### Cells colored by class, run 1

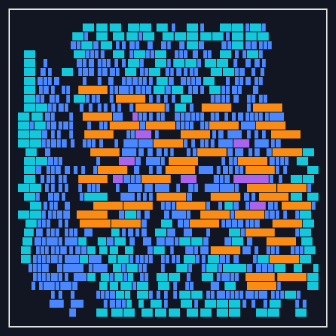
### Routed clock nets over the placement, run 1

The bar under the picture is 20 um long.
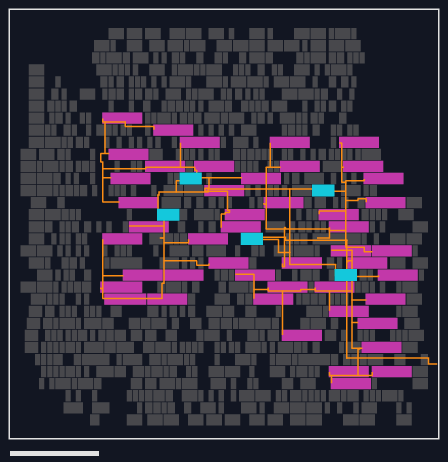
### Routed metal per tile, run 1

The die is cut into 19 by 19 equal tiles; dark blue is low, red is high, scaled to the fullest tile. Values are wire area over tile area, all layers added.
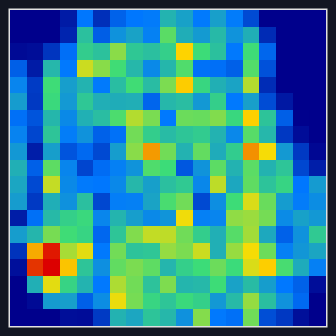
$ cat config.mk
export PLATFORM = sky130hd
export DESIGN_NAME = cmp_arbiter
export DESIGN_NICKNAME = d
export VERILOG_FILES = /design/src/rtl/cmp_arb_pkg.sv /design/src/rtl/comp_16_bit.sv /design/src/rtl/cmp_arbiter.sv
export SDC_FILE = /design/constraint.sdc
export NUM_CORES = 1
export LEC_CHECK = 0
export ABC_AREA = 1
export CORE_MARGIN = 2
export CORE_UTILIZATION = 44
export DETAILED_ROUTE_END_ITERATION = 12
export GPL_ROUTABILITY_DRIVEN = 1
export PLACE_DENSITY = 0.81
export SLEW_MARGIN = 20
export SYNTH_ARGS = -nofsm -noshare
export SYNTH_HDL_FRONTEND = slang
export SYNTH_SLANG_ARGS = --single-unit
$ cat constraint.sdc
create_clock -name clk -period 3.04 [get_ports clk]
set_clock_uncertainty 0.2 [all_clocks]
set_input_delay 0.608 -clock clk [delete_from_list [all_inputs] [get_ports clk]]
set_output_delay 0.608 -clock clk [all_outputs]
set_load 0.01 [all_outputs]
$ cat src/rtl/cmp_arb_pkg.sv
// Shared types and helpers for the round-robin comparator arbiter.
// Pure definitions; no timing or flow control of its own.
// The pick helper is sized for the largest supported requester count.
package cmp_arb_pkg;

    localparam int CMP_W   = 16;
    localparam int MAX_REQ = 8;

    typedef enum logic {
        IDLE = 1'b0,
        CMP  = 1'b1
    } state_t;

    typedef struct packed {
        logic [CMP_W-1:0] a;
        logic [CMP_W-1:0] b;
        logic             sgn;
    } op_t;

    // First set bit of valid at or above ptr, wrapping modulo nreq.
    function automatic logic [2:0] rr_pick(input logic [MAX_REQ-1:0] valid,
                                           input logic [2:0]         ptr,
                                           input int                 nreq);
        logic [2:0] pick;
        logic       found;
        int         idx;
        pick  = '0;
        found = 1'b0;
        for (int i = 0; i < MAX_REQ; i++) begin
            idx = (int'(ptr) + i) % nreq;
            if (!found && (i < nreq) && valid[idx[2:0]]) begin
                pick  = idx[2:0];
                found = 1'b1;
            end
        end
        return pick;
    endfunction

endpackage

$ cat src/rtl/comp_16_bit.sv
// Unsigned 16-bit magnitude comparator producing lt/gt/eq.
// Purely combinational, zero latency.
// No flow control; operands are sampled continuously.
module comp_16_bit (
    input  logic [15:0] a,
    input  logic [15:0] b,
    output logic        lt,
    output logic        gt,
    output logic        eq
);

    assign lt = (a <  b);
    assign gt = (a >  b);
    assign eq = (a == b);

endmodule

$ cat src/rtl/cmp_arbiter.sv
// Round-robin sharing of one 16-bit comparator among NREQ requesters.
// Latency: handshake in cycle T, registered result pulse in cycle T+2.
// Backpressure: one compare in flight; req_ready is low while busy, no response backpressure.
module cmp_arbiter
    import cmp_arb_pkg::*;
#(
    parameter int NREQ = 4,
    parameter int IDW  = 2
) (
    input  logic                  clk,
    input  logic                  rst_n,
    input  logic [NREQ-1:0]       req_valid,
    output logic [NREQ-1:0]       req_ready,
    input  logic [NREQ*CMP_W-1:0] req_a,
    input  logic [NREQ*CMP_W-1:0] req_b,
    input  logic [NREQ-1:0]       req_signed,
    output logic [NREQ-1:0]       rsp_valid,
    output logic [IDW-1:0]        rsp_id,
    output logic                  rsp_lt,
    output logic                  rsp_gt,
    output logic                  rsp_eq,
    output logic                  busy
);

    state_t           state, state_nxt;
    logic [IDW-1:0]   rr_ptr;
    logic [IDW-1:0]   grant;
    logic [IDW-1:0]   ptr_nxt;
    logic             accept;
    op_t              op;
    logic [IDW-1:0]   op_id;
    logic [CMP_W-1:0] cmp_a, cmp_b;
    logic             cmp_lt, cmp_gt, cmp_eq;

    assign grant   = IDW'(rr_pick(MAX_REQ'(req_valid), 3'(rr_ptr), NREQ));
    assign ptr_nxt = (grant == IDW'(NREQ - 1)) ? '0 : grant + 1'b1;
    assign accept  = (state == IDLE) && (|req_valid);

    always_ff @(posedge clk or negedge rst_n) begin
        if (!rst_n) begin
            state <= IDLE;
        end else begin
            state <= state_nxt;
        end
    end

    // req_ready is gated by rst_n so no handshake is advertised while held in reset.
    always_comb begin
        state_nxt = state;
        req_ready = '0;
        busy      = 1'b0;
        case (state)
            IDLE: begin
                if (|req_valid) begin
                    req_ready[grant] = rst_n;
                    state_nxt        = CMP;
                end
            end
            CMP: begin
                busy      = 1'b1;
                state_nxt = IDLE;
            end
            default: state_nxt = IDLE;
        endcase
    end

    always_ff @(posedge clk or negedge rst_n) begin
        if (!rst_n) begin
            rr_ptr    <= '0;
            op        <= '0;
            op_id     <= '0;
            rsp_valid <= '0;
            rsp_id    <= '0;
            rsp_lt    <= 1'b0;
            rsp_gt    <= 1'b0;
            rsp_eq    <= 1'b0;
        end else begin
            rsp_valid <= '0;
            if (accept) begin
                op.a   <= req_a[grant*CMP_W +: CMP_W];
                op.b   <= req_b[grant*CMP_W +: CMP_W];
                op.sgn <= req_signed[grant];
                op_id  <= grant;
                rr_ptr <= ptr_nxt;
            end
            if (state == CMP) begin
                rsp_valid[op_id] <= 1'b1;
                rsp_id           <= op_id;
                rsp_lt           <= cmp_lt;
                rsp_gt           <= cmp_gt;
                rsp_eq           <= cmp_eq;
            end
        end
    end

    // Flipping the sign bit maps two's-complement order onto unsigned order.
    assign cmp_a = {op.a[CMP_W-1] ^ op.sgn, op.a[CMP_W-2:0]};
    assign cmp_b = {op.b[CMP_W-1] ^ op.sgn, op.b[CMP_W-2:0]};

    comp_16_bit u_cmp (
        .a  (cmp_a),
        .b  (cmp_b),
        .lt (cmp_lt),
        .gt (cmp_gt),
        .eq (cmp_eq)
    );

endmodule

==> results_slide.txt, run 1 <==
Run Summary

Cells and area
  • Inverters: 84
  • Non-clk buf share: 29.8%
  • Clock-cell share of area: 2.02%
  • Final Non-Filler Cells: 869
  • Comb/total area: 39.0%
  • Antenna cells: 0
  • Clock buf count: 5
  • Area grow syn2layout: 48.0%

Route
  • Post-Route M1 WL: 4590 um
  • Drt pass-1 iters: 6
  • Final WL: 11,200 um
  • WL/cell: 12.9 um

GRT
  • Vias in the first global route: 4,148
  • Initial antenna violation count: 0
  • All-layer global routing usage: 23.7%

Yosys
  • Yosys aoi share: 5.49%
  • Leading area contributor after synthesis: dfrtp_1
  • Mux frac, synth: 0%
  • Distinct lib cells used: 28
  • FFs w/ async S/R, synth: 100%
  • Dominant combinational family: simple AND/OR/NAND/NOR gates
  • Yosys warns: 0

Pwr
  • Internal power: 2.82 mW
  • Seq. pwr: 1.13 mW

Setup path
  • Reg2reg start: rr_ptr[0]
  • Critical Path AT: 2140 ps
  • Endpoint class of the critical path: output port
  • CP delay by family, top: simple AND/OR/NAND/NOR gates
  • Reg2Reg Depth: 18

Run status
  • Run status: complete, no violations

Place
  • PortBufs: 151

Die
  • Core footprint: 8260 um^2

Clock network
  • H-tree depth: 2
  • Clock buffer depth: 2

Timing
  • Peak Freq: 340 MHz
  • Slew margin rel.: 61.0%
  • Final Critical Period: 2940 ps
Back to the opening pictures, 'Cells colored by class':
[clock drivers and dummy loads] purple | cells: 8 | share of their area: 2.1%
[all other logic] blue | cells: 538 | share of their area: 46%
[other buffers and delay cells] cyan | cells: 171 | share of their area: 30%
[flip-flops] orange | cells: 47 | share of their area: 22%

Back to the opening pictures, 'Routed clock nets over the placement':
[flip-flops] magenta | count: 47
[cells driving clock nets] cyan | count: 5
[clock wires] orange | length: 552 um
routed clock nets: 6
clk latency late pin: 300 ps
clock power share: 7.8%

Back to the opening pictures, 'Routed metal per tile':
tiles over half the peak: 23%
densest ninth of the die: bottom middle
mean over tiles: 0.19
fullest tile: 0.54
emptiest ninth of the die: top right
nearly empty tiles: 10%

### Signal wires on met4, run 1

Cells faint in the background.
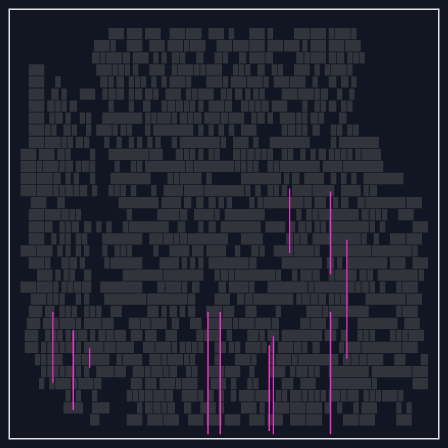

## Run 2: what changed since run 1
--- a/config.mk
+++ b/config.mk
@@ -11,6 +11,7 @@
 export DETAILED_ROUTE_END_ITERATION = 12
 export GPL_ROUTABILITY_DRIVEN = 1
 export PLACE_DENSITY = 0.81
+export RECOVER_POWER = 50
 export SLEW_MARGIN = 20
 export SYNTH_ARGS = -nofsm -noshare
 export SYNTH_HDL_FRONTEND = slang
==> constraint.sdc (replaced) <==
create_clock -name clk -period 2.9 [get_ports clk]
set_clock_uncertainty 0.2 [all_clocks]
set_input_delay 0.58 -clock clk [delete_from_list [all_inputs] [get_ports clk]]
set_output_delay 0.58 -clock clk [all_outputs]
set_load 0.01 [all_outputs]
### Signal wires on met4, run 2

Cells faint in the background.
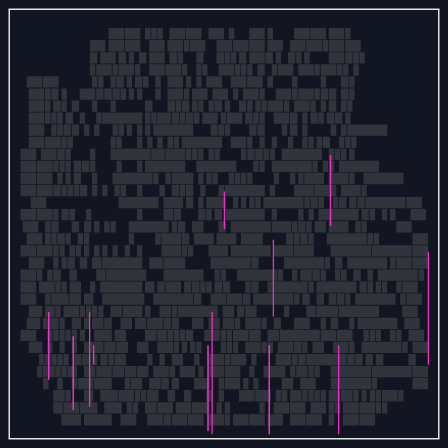
wire length on this layer: 208 um
share of all routed wire: 1.9%
longest straight run: 27.2 um
nets with wire on the layer: 12
main direction: vertical

==> results_slide.txt, run 2 <==
Run Summary

Timing
  • Fin Setup TNS: 0 ps
  • Slew margin rel.: 24.9%
  • Peak Freq: 349 MHz
  • Max-slew violation count: 0
  • Hold_ws: 281 ps
  • Final Critical Period: 2870 ps

Yosys
  • Syn Inst Count: 617
  • Dominant combinational family: simple AND/OR/NAND/NOR gates
  • Yosys aoi share: 5.49%
  • Leading area contributor after synthesis: dfrtp_1
  • Distinct lib cells used: 28
  • Mapped Avg Cell Area: 6.10 um^2
  • Mux frac, synth: 0%
  • Synth flops: 47
  • FFs w/ async S/R, synth: 100%
  • Yosys warns: 0
  • Syn_nets: 772

Cells and area
  • Comb gate area: 2200 um^2
  • Flop Count: 47
  • Clock-cell share of area: 1.48%
  • Area grow syn2layout: 48.7%
  • Non-clk buf share: 30.0%
  • Antenna cells: 0
  • Reg area: 1180 um^2
  • Comb/total area: 39.3%
  • Combinational gate count: 454
  • # fillers: 718
  • Inverters: 85
  • Final Non-Filler Cells: 873
  • Clock buf count: 5

Setup path
  • CP delay by family, top: simple AND/OR/NAND/NOR gates
  • CP max-delay cell: dfrtp_2
  • Worst path max stage delay: 500 ps
  • Critical Path AT: 2090 ps
  • Reg2Reg Depth: 13
  • Crit start category: register
  • CP Capture Point: req_ready[3]
  • Endpoint class of the critical path: output port
  • Reg2reg start: rr_ptr[0]
  • Worst path required time: 2120 ps
  • Worst-path cell chain: buf_6 > nand2_1 > nand2_2 > nand2_1 > nand2_2 > nor2_4 > nand3_2 > nand2_2 > nor2_4 > inv_2 > ha_1 > inv_1 > nor2_2 > buf_2

Die
  • Core footprint: 8260 um^2
  • Tapcells: 105
  • Fp util: 45.5%

Pwr
  • Sequential fraction of design power: 19.5%
  • Logic power comb: 4.58 mW
  • Sw Pwr: 3.24 mW
  • Seq. pwr: 1.20 mW
  • Internal power: 2.92 mW
  • Clock power share: 6.2%
  • Pleak: 3.00 nW
  • Max power group: combinational logic

Route
  • Post-Route M1 WL: 4400 um
  • DRT antenna net count: 0
  • Final WL: 11,200 um
  • Highest metal used: met4
  • WL met2: 6030 um
  • Via count: 4,423
  • # DRC: 0
  • Drt pass-1 iters: 5
  • WL/cell: 12.8 um

GRT
  • Grt ovf: 0
  • Initial antenna violation count: 0
  • Top Usage Layer GRT: met2
  • Met1 Use GR: 27.4%
  • Vias in the first global route: 4,090
  • First-pass GRT wire length: 17,500 um
  • All-layer global routing usage: 23.6%

Clock network
  • H-tree depth: 2
  • Total setup buffers inserted after CTS: 4
  • Clk latency late pin: 300 ps
  • Clock buffer depth: 2

Place
  • PortBufs: 151

Run status
  • Run status: complete, no violations
### Cells colored by class, run 2

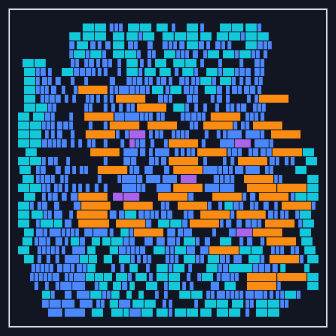
[flip-flops] orange | cells: 47 | share of their area: 22%
[clock drivers and dummy loads] purple | cells: 7 | share of their area: 1.5%
[all other logic] blue | cells: 539 | share of their area: 46%
[other buffers and delay cells] cyan | cells: 175 | share of their area: 31%

### Clock wiring as the flow saved it, run 2

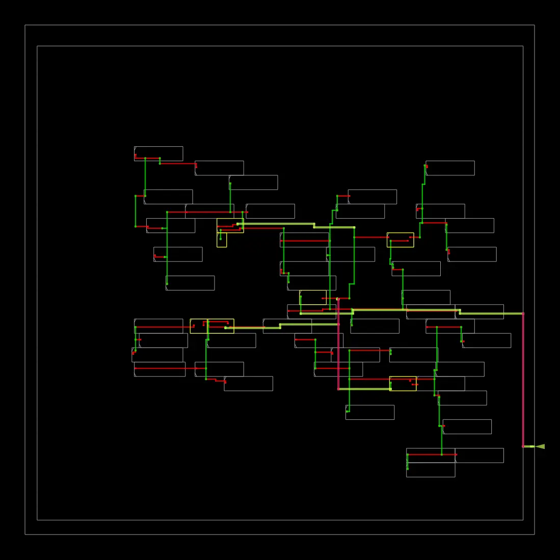

## Run 3: what changed since run 2
--- a/config.mk
+++ b/config.mk
@@ -7,10 +7,10 @@
 export LEC_CHECK = 0
 export ABC_AREA = 1
 export CORE_MARGIN = 2
-export CORE_UTILIZATION = 44
+export CORE_UTILIZATION = 40
 export DETAILED_ROUTE_END_ITERATION = 12
 export GPL_ROUTABILITY_DRIVEN = 1
-export PLACE_DENSITY = 0.81
+export PLACE_DENSITY = 0.74
 export RECOVER_POWER = 50
 export SLEW_MARGIN = 20
 export SYNTH_ARGS = -nofsm -noshare
==> constraint.sdc (replaced) <==
create_clock -name clk -period 2.6 [get_ports clk]
set_clock_uncertainty 0.2 [all_clocks]
set_input_delay 0.52 -clock clk [delete_from_list [all_inputs] [get_ports clk]]
set_output_delay 0.52 -clock clk [all_outputs]
set_load 0.01 [all_outputs]
### Clock wiring as the flow saved it, run 3

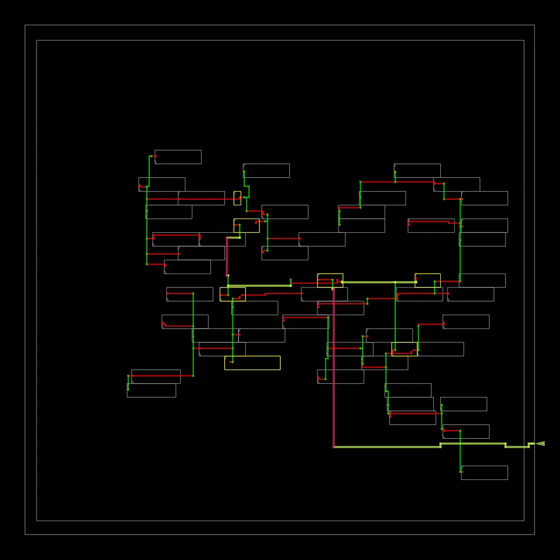
P_clk: 507 uW
total CTS buffers: 5
clock buf count: 6

==> results_slide.txt, run 3 <==
Run Summary

Run status
  • Run status: finished with violations
  • Failing checks: negative setup slack

Timing
  • Final Critical Period: 2750 ps
  • Final worst slack: -155 ps
  • Setup Viol. Count Final: 24
  • Slew margin rel.: 25.1%
  • Hold_ws: 289 ps

Setup path
  • CP Capture Point: req_ready[3]
  • CP delay by family, top: simple AND/OR/NAND/NOR gates
  • Worst path required time: 1880 ps
  • Critical Path AT: 2030 ps
  • Worst-path cell chain: buf_4 > nand2_2 > nand3_2 > nand2_4 > inv_4 > nand2_1 > nand2_1 > nand3_2 > nand2_4 > ha_4 > inv_1 > nor2_1 > buf_2
  • Crit start category: register

Cells and area
  • # fillers: 894
  • Final Non-Filler Cells: 880
  • Inverters: 84
  • Area grow syn2layout: 51.2%
  • Clock-cell share of area: 1.80%
  • Comb gate area: 2230 um^2
  • Reg area: 1180 um^2

GRT
  • Grt ovf: 0
  • Met1 Use GR: 25.6%
  • First-pass GRT wire length: 18,100 um
  • Initial antenna violation count: 0
  • Vias in the first global route: 4,095

Route
  • Highest metal used: met4
  • Post-Route M1 WL: 4490 um
  • DRT antenna net count: 0
  • # DRC: 0

Clock network
  • Clock buffer depth: 2

Die
  • Fp util: 40.9%
  • Tapcells: 111

Place
  • PortBufs: 151

Yosys
  • Syn_nets: 772
  • Leading area contributor after synthesis: dfrtp_1
  • Distinct lib cells used: 28
  • Yosys aoi share: 5.49%
  • Dominant combinational family: simple AND/OR/NAND/NOR gates
  • FFs w/ async S/R, synth: 100%

Pwr
  • Sequential fraction of design power: 18.9%
  • Internal power: 3.44 mW
  • Max power group: combinational logic
### Routed metal per tile, run 3

The die is cut into 20 by 20 equal tiles; dark blue is low, red is high, scaled to the fullest tile. Values are wire area over tile area, all layers added.
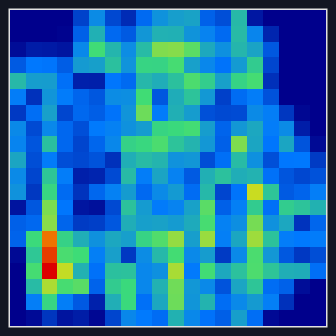
nearly empty tiles: 11%
emptiest ninth of the die: top right
fullest tile: 0.62
mean over tiles: 0.17
tiles over half the peak: 9.8%
via count: 4,384
WL/cell: 12.8 um
all-layer global routing usage: 21.7%

Power figures rest on the tool's default switching activity, not on a simulated workload.
